flops_by_reg.png
Scale: 6 px per µm. Other sequential cells in the stronger gray, the rest of the logic in the fainter gray.
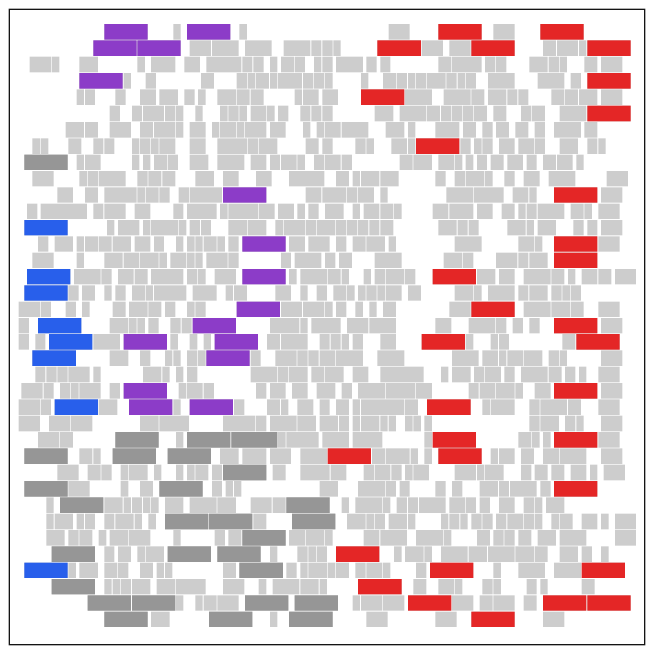
placement.png
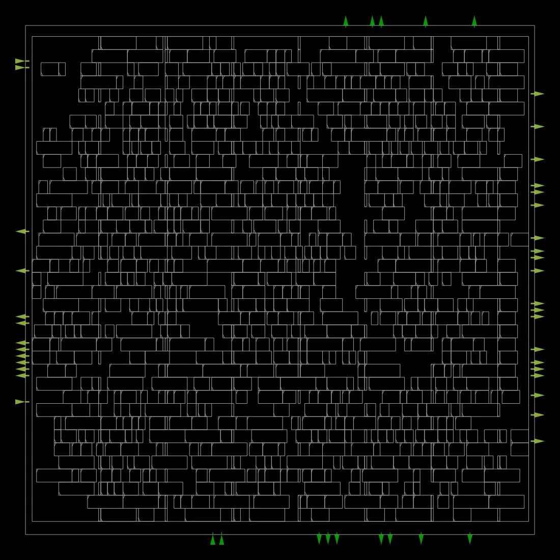
metal_density.png
Scale: 4 px per µm. 21 x 21 tiles, from dark blue (low) to red (high), scaled to the fullest tile. Values are wire area over tile area, all layers added.
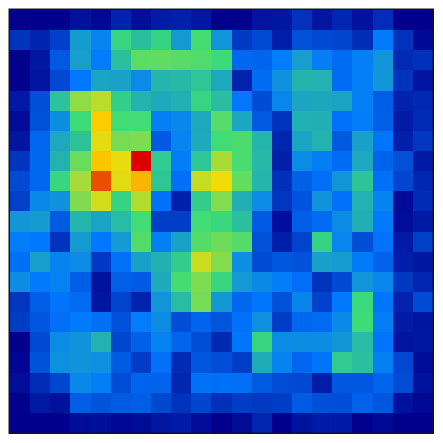
io_fan.png
Scale: 4 px per µm.
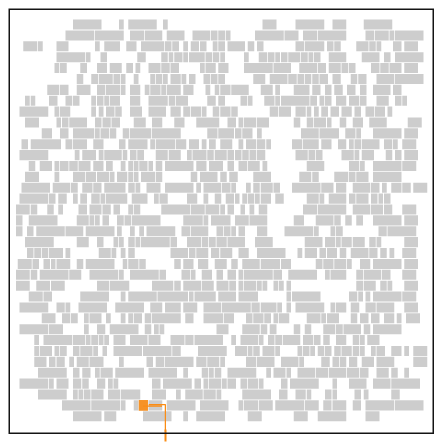
wires.png
Scale: 4 px per µm. Only two layers are drawn.
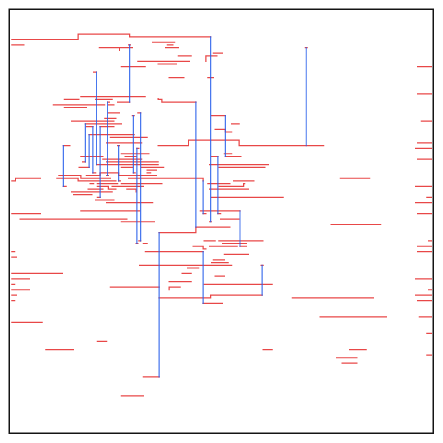
## src/rtl/step_dir_counter.sv

```systemverilog
// step_dir_counter: deglitched step/direction receiver with a running
// position and a per-period sign-magnitude step count.
//
// Ports:
//   clk       system clock, rising edge
//   rst_n     synchronous active-low reset
//   pulse_in  async step input, one step per rising edge
//   dir_in    async direction, 1 = down, 0 = up
//   sync      one-cycle period restart strobe
//   position  signed running position, wraps
//   n_out     last period count {sign, sat magnitude[6:0]}
//   n_valid   one-cycle strobe when n_out updates
//   sat       sticky: some published magnitude exceeded 127
module step_dir_counter #(
   parameter int PERIOD_CYCLES = 20000,
   parameter int FILT_LEN      = 4,
   parameter int POS_W         = 32
) (
   input  logic                    clk,
   input  logic                    rst_n,
   input  logic                    pulse_in,
   input  logic                    dir_in,
   input  logic                    sync,
   output logic signed [POS_W-1:0] position,
   output logic [7:0]              n_out,
   output logic                    n_valid,
   output logic                    sat
);

   localparam logic [3:0]       FILT_MAX = 4'(FILT_LEN - 1);
   localparam logic [15:0]      TERM     = 16'(PERIOD_CYCLES - 1);
   localparam logic [POS_W-1:0] ONE      = POS_W'(1);

   logic              p_s1;
   logic              p_s2;
   logic              d_s1;
   logic              d_s2;
   logic              filt;
   logic              filt_d;
   logic [3:0]        fcnt;
   logic [15:0]       timer;
   logic signed [15:0] acc;

   logic              step;
   logic              terminal;
   logic signed [16:0] acc_sum;
   logic signed [15:0] acc_nxt;
   logic [15:0]       acc_abs;
   logic [14:0]       mag;
   logic [7:0]        n_nxt;

   always_comb begin
      step     = filt & ~filt_d;
      terminal = (timer == TERM);
      acc_sum  = {acc[15], acc};
      if (step) begin
         if (d_s2)
            acc_sum = acc_sum - 17'sd1;
         else
            acc_sum = acc_sum + 17'sd1;
      end
      // Clamp symmetrically so the magnitude always fits 15 bits.
      if (acc_sum > 17'sd32767)
         acc_nxt = 16'sd32767;
      else if (acc_sum < -17'sd32767)
         acc_nxt = -16'sd32767;
      else
         acc_nxt = acc_sum[15:0];
      acc_abs = acc_nxt[15] ? 16'(-acc_nxt) : 16'(acc_nxt);
      mag     = acc_abs[14:0];
      // Sign bit comes from a nonzero negative value only,
      // so a zero count never shows up as 8'h80.
      n_nxt   = {acc_nxt[15], (mag > 15'd127) ? 7'h7F : mag[6:0]};
   end

   // Input synchronizers and pulse filter.
   always_ff @(posedge clk) begin
      if (!rst_n) begin
         p_s1   <= 1'b0;
         p_s2   <= 1'b0;
         d_s1   <= 1'b0;
         d_s2   <= 1'b0;
         filt   <= 1'b0;
         filt_d <= 1'b0;
         fcnt   <= 4'd0;
      end else begin
         p_s1   <= pulse_in;
         p_s2   <= p_s1;
         d_s1   <= dir_in;
         d_s2   <= d_s1;
         filt_d <= filt;
         if (p_s2 == filt) begin
            fcnt <= 4'd0;
         end else if (fcnt == FILT_MAX) begin
            filt <= p_s2;
            fcnt <= 4'd0;
         end else begin
            fcnt <= fcnt + 4'd1;
         end
      end
   end

   // Position counter, unaffected by sync or saturation.
   always_ff @(posedge clk) begin
      if (!rst_n) begin
         position <= '0;
      end else if (step) begin
         if (d_s2)
            position <= position - ONE;
         else
            position <= position + ONE;
      end
   end

   // Period timer, accumulator and publish.
   always_ff @(posedge clk) begin
      if (!rst_n) begin
         timer   <= 16'd0;
         acc     <= 16'sd0;
         n_out   <= 8'h00;
         n_valid <= 1'b0;
         sat     <= 1'b0;
      end else begin
         n_valid <= 1'b0;
         if (sync) begin
            timer <= 16'd0;
            acc   <= 16'sd0;
         end else if (terminal) begin
            timer   <= 16'd0;
            acc     <= 16'sd0;
            n_out   <= n_nxt;
            n_valid <= 1'b1;
            if (mag > 15'd127)
               sat <= 1'b1;
         end else begin
            timer <= timer + 16'd1;
            acc   <= acc_nxt;
         end
      end
   end

endmodule

```

## config.mk

```make
export PLATFORM = sky130hd
export DESIGN_NAME = step_dir_counter
export DESIGN_NICKNAME = d
export VERILOG_FILES = /design/src/rtl/step_dir_counter.sv
export SDC_FILE = /design/constraint.sdc
export NUM_CORES = 1
export LEC_CHECK = 0
export CAP_MARGIN = 0
export CORE_MARGIN = 1
export CORE_UTILIZATION = 60
export DETAILED_ROUTE_END_ITERATION = 6
export GPL_ROUTABILITY_DRIVEN = 0
export PLACE_DENSITY_LB_ADDON = 0.05
export RECOVER_POWER = 100
export REMOVE_ABC_BUFFERS = 1
export SYNTH_ARGS = -nofsm -noshare
export SYNTH_HDL_FRONTEND = slang
export SYNTH_SLANG_ARGS = --single-unit
```

## constraint.sdc

```tcl
create_clock -name clk -period 7.1 [get_ports clk]
set_input_delay 1.775 -clock clk [delete_from_list [all_inputs] [get_ports clk]]
set_output_delay 1.775 -clock clk [all_outputs]
set_load 0.005 [all_outputs]
```

==> run notes <==
Flow results.

- The run finished, with violations left.
- The final reports fail on capacitance limit, slew limit.
- The count of maximum capacitance violations is 1.
- After synthesis, the design contains 830 cells according to Yosys.
- The final number of setup-violating endpoints is 0.
- The sum of internal, switching and leakage power is 877 µW.
- Looking at the clock tree report, the H-tree level count equals 3.
- The relative max-transition margin is -38.4%.
- The tally of unique sky130hd cells used after synthesis is 85.
- Looking at the max-slew report, the worst-margin pin has a slew of 2.08 ns.
- The leading register cell type out of synthesis is dfxtp_1.
- The start point of the critical path is d_s2.
- After synthesis, the chip area reported by Yosys is 6440 µm².
- The first-pass iteration count of the detailed router is 7.
- By area the synthesized netlist is led by dfxtp_1 (26%), ha_1 (9.3%), a21oi_1 (5.7%).
- The power spent charging and discharging nets is 247 µW.
- The final antenna diode tally reported by the flow is 0.
- The launch point of the worst register-to-register path is recorded as d_s2.
- In this run the tools logged warnings totalling 25.
- The number of buffers inserted by post-CTS setup repair is 0.
- The count of library flops with an enable pin is 0.
- Post-CTS repair ended up resizing 0 cells.
- The number of antenna violations at the first check in global routing came to 0.
- The worst flop-to-flop path endpoint is n_out[4].
- Net switching is 28.2% of the power.
- The cell internal power dissipation is 630 µW.
- The first global-routing pass estimated 26,400 µm of wire.
- Entering global routing, the biggest net connects 75 pins.
- The endpoint arrival time on the critical path is 6.54 ns.
- The synthesized instance count is 830.
- The reg-to-reg setup timing slack is 0.82 ns.
- The violation tally from detailed-route iteration zero is 625.
- The sum of negative setup slack is 0 ns.
- From synthesis to final layout, the design area changed by 10.9%.
- The register bit total from synthesis is 84.
- The pre-CTS setup check shows a worst slack of 1.00 ns.
- The starting utilization of the core area is 62.2%.
- The remaining global-route overflow is 0.
- Leaving out fill and tap cells, the most frequent cells in the layout are nand2_1 (85), dfxtp_1 (83), nor2_1 (76).
- The critical-path maximum fanout is 47.
- The timing-limited maximum frequency is 159 MHz.
- The root buffer selected by CTS is clkbuf_8.
- The global routing usage on met1 is 35.3%.
- The static power due to leakage is 0.00299 µW.
- The site row count is 37.
- In the final report, the number of hold violations comes to 0.
- Per the final report, max-transition violations number 54.
- After layout, the worst path uses 88.4% of the clock period.
- The clock network burns 40.4% of the power.
- Setup repair after global routing left no endpoint under its margin.
- The type of the worst setup path is flip-flop to flip-flop.
- STA reports the tightest min-delay check as being of type flip-flop to flip-flop.
- The kind of end point of the critical path is a flip-flop.
- The synthesized netlist occupies a cell area of 6440 µm².
- The maximum clock skew at final layout is 0.00961 ns.
- The met3 usage in global routing is 5.88%.
- The number of placed instances, taps included is 981.
- The biggest area consumer among synthesized cells is dfxtp_1.
- The global-route met2 utilization is 49.0%.
- The layout net count is 911.
- The number of hold buffers added after CTS was 0.
- The detailed placement HPWL is 11,300 µm.
- The share of final-layout standard cells stronger than drive strength 1 is 5.81%.
- Sequential cells burn 54.4% of the power.
- The remaining antenna violation count after routing is 0.
- Counting along the longest clock path gives a buffer depth of 2.
- The required time at the endpoint of the critical path is 7.36 ns.
- The number of warning messages in the yosys log is 0.
Back to the opening pictures, flops_by_reg.png:
Blue marks n_out, sequential cells 8, where left middle. Purple marks acc, sequential cells 16. Red marks position, sequential cells 32.
register share of the cell area: 23.6%
Storage cell area: 1680 µm²
sequential cell power: 477 µW
final design utilization: 68.9%

Back to the opening pictures, placement.png:
sequential cell count of the final layout: 84
number of cells in the finished layout apart from fillers: 997

Back to the opening pictures, metal_density.png:
5.7% of the tiles are nearly empty. 10% of the tiles are over half the peak. The emptiest ninth of the die: bottom left. The fullest tile reaches 0.91. The mean over all tiles is 0.23.
total wirelength of the detailed-routed design: 15,600 µm
global-route usage over all layers: 28.8%

Back to the opening pictures, io_fan.png:
Orange marks pulse_in, bits 1, direction input, edge bottom, end cells 1, buffers 1, wire 15.4 µm.
ports placed on the boundary: 47
count of port buffers added during placement: 46

Back to the opening pictures, wires.png:
Red marks metal 3, wire length 1,010 µm. Blue marks metal 4, wire length 392 µm.
via count: 6,300
routed wirelength normalized by instance count: 15.7 µm

## area by class of cell
| class | count | area, µm² |
|---|---|---|
| fillers | 881 | 3230 |
| repair buffers | 49 | 479 |
| flip-flops and latches | 84 | 1680 |
| inverters | 28 | 105 |
| clock buffers | 9 | 124 |
| multi-input cells | 684 | 4510 |
| well taps | 136 | 170 |
| clock inverters | 7 | 76.3 |
## registers in the layout, summed over array words and instances (netlist names), 4 cells and up
signal,count
position,32
fcnt,4
timer,16
n_out,8
acc,16
## cell usage after synthesis (all sizes together) (10+ instances only)
cell type	count
a211oi	10
a21boi	10
a21oi	76
and2	23
and3	16
buf	13
clkbuf	21
dfxtp	84
ha	48
inv	28
nand2	85
nand2b	11
nand3	36
nor2	76
nor2b	14
nor3	22
o211ai	12
o21ai	58
o31ai	11
or3	14
xnor2	24
xor2	22
## worst max-delay path, stage by stage (launching register included)
cell and delay (ns):
dfxtp_2 1.01, ha_1 0.45, o211ai_1 0.36, o211ai_2 0.16, a31oi_1 0.40, mux2i_1 0.18, a21oi_1 0.75, nor2_1 0.41
o21ai_0 0.47, and3_1 0.33, ha_1 0.26, o2111ai_1 0.22, nand2b_1 0.26, o22ai_1 0.18, nand3_1 0.16, nor4_4 0.41
a21oi_1 0.12
## per-stage QoR
stage / hold WS [ns] / instance area [µm²] / util, %
6_report: 0.442 / 7140 / 68.9
5_1_grt: 0.467 / 7140 / 68.9
4_1_cts: 0.448 / 7150 / 69.0
3_5_place_dp: 0.433 / 6950 / 67.1
3_3_place_gp: 0.422 / 6950 / 67.1
2_1_floorplan: 0.412 / 6300 / -
## layer usage
| metal | wire length (µm) | vias up |
|---|---|---|
| met4 | 391 | 0 |
| met1 | 6780 | 2914 |
| met2 | 7430 | 263 |
| met5 | 0 | - |
| met3 | 1010 | 47 |
| li1 | - | 3076 |
## worst max-delay path by stage
| stage | cells after the start | slack, ns | endpoint |
|---|---|---|---|
| floorplan | 16 | 1.71 | n_out[0] |
| global placement | 16 | 1.32 | n_out[0] |
| detailed placement | 16 | 1.00 | n_out[4] |
| CTS | 16 | 0.97 | n_out[4] |
| global route | 16 | 0.22 | n_out[6] |
| finish | 16 | 0.82 | n_out[4] |
## power by group through the flow
stage | clock [µW] | sequential, µW | combinational, µW
final | 355 | 477 | 45.5
after global routing | 385 | 478 | 50.7
after CTS | 359 | 477 | 45.4
after detailed placement | 0 | 488 | 45.0
after global placement | 0 | 488 | 42.8
after floorplan | 0 | 487 | 31.4
## cells by family (layout without fill, tap and decap cells)
family / after synthesis / count (layout) / share of synthesized area, %
buffers and inverters: 62 / 93 / 3.92
muxes: 9 / 9 / 1.42
adders and majority gates: 52 / 52 / 10.3
AOI/OAI and AO/OA: 248 / 248 / 25.6
and+or+nand+nor: 329 / 329 / 26.5
xor gates and xnor gates: 46 / 46 / 6.25
DFF: 84 / 84 / 26.1
Power figures rest on the tool's default switching activity, not on a simulated workload.
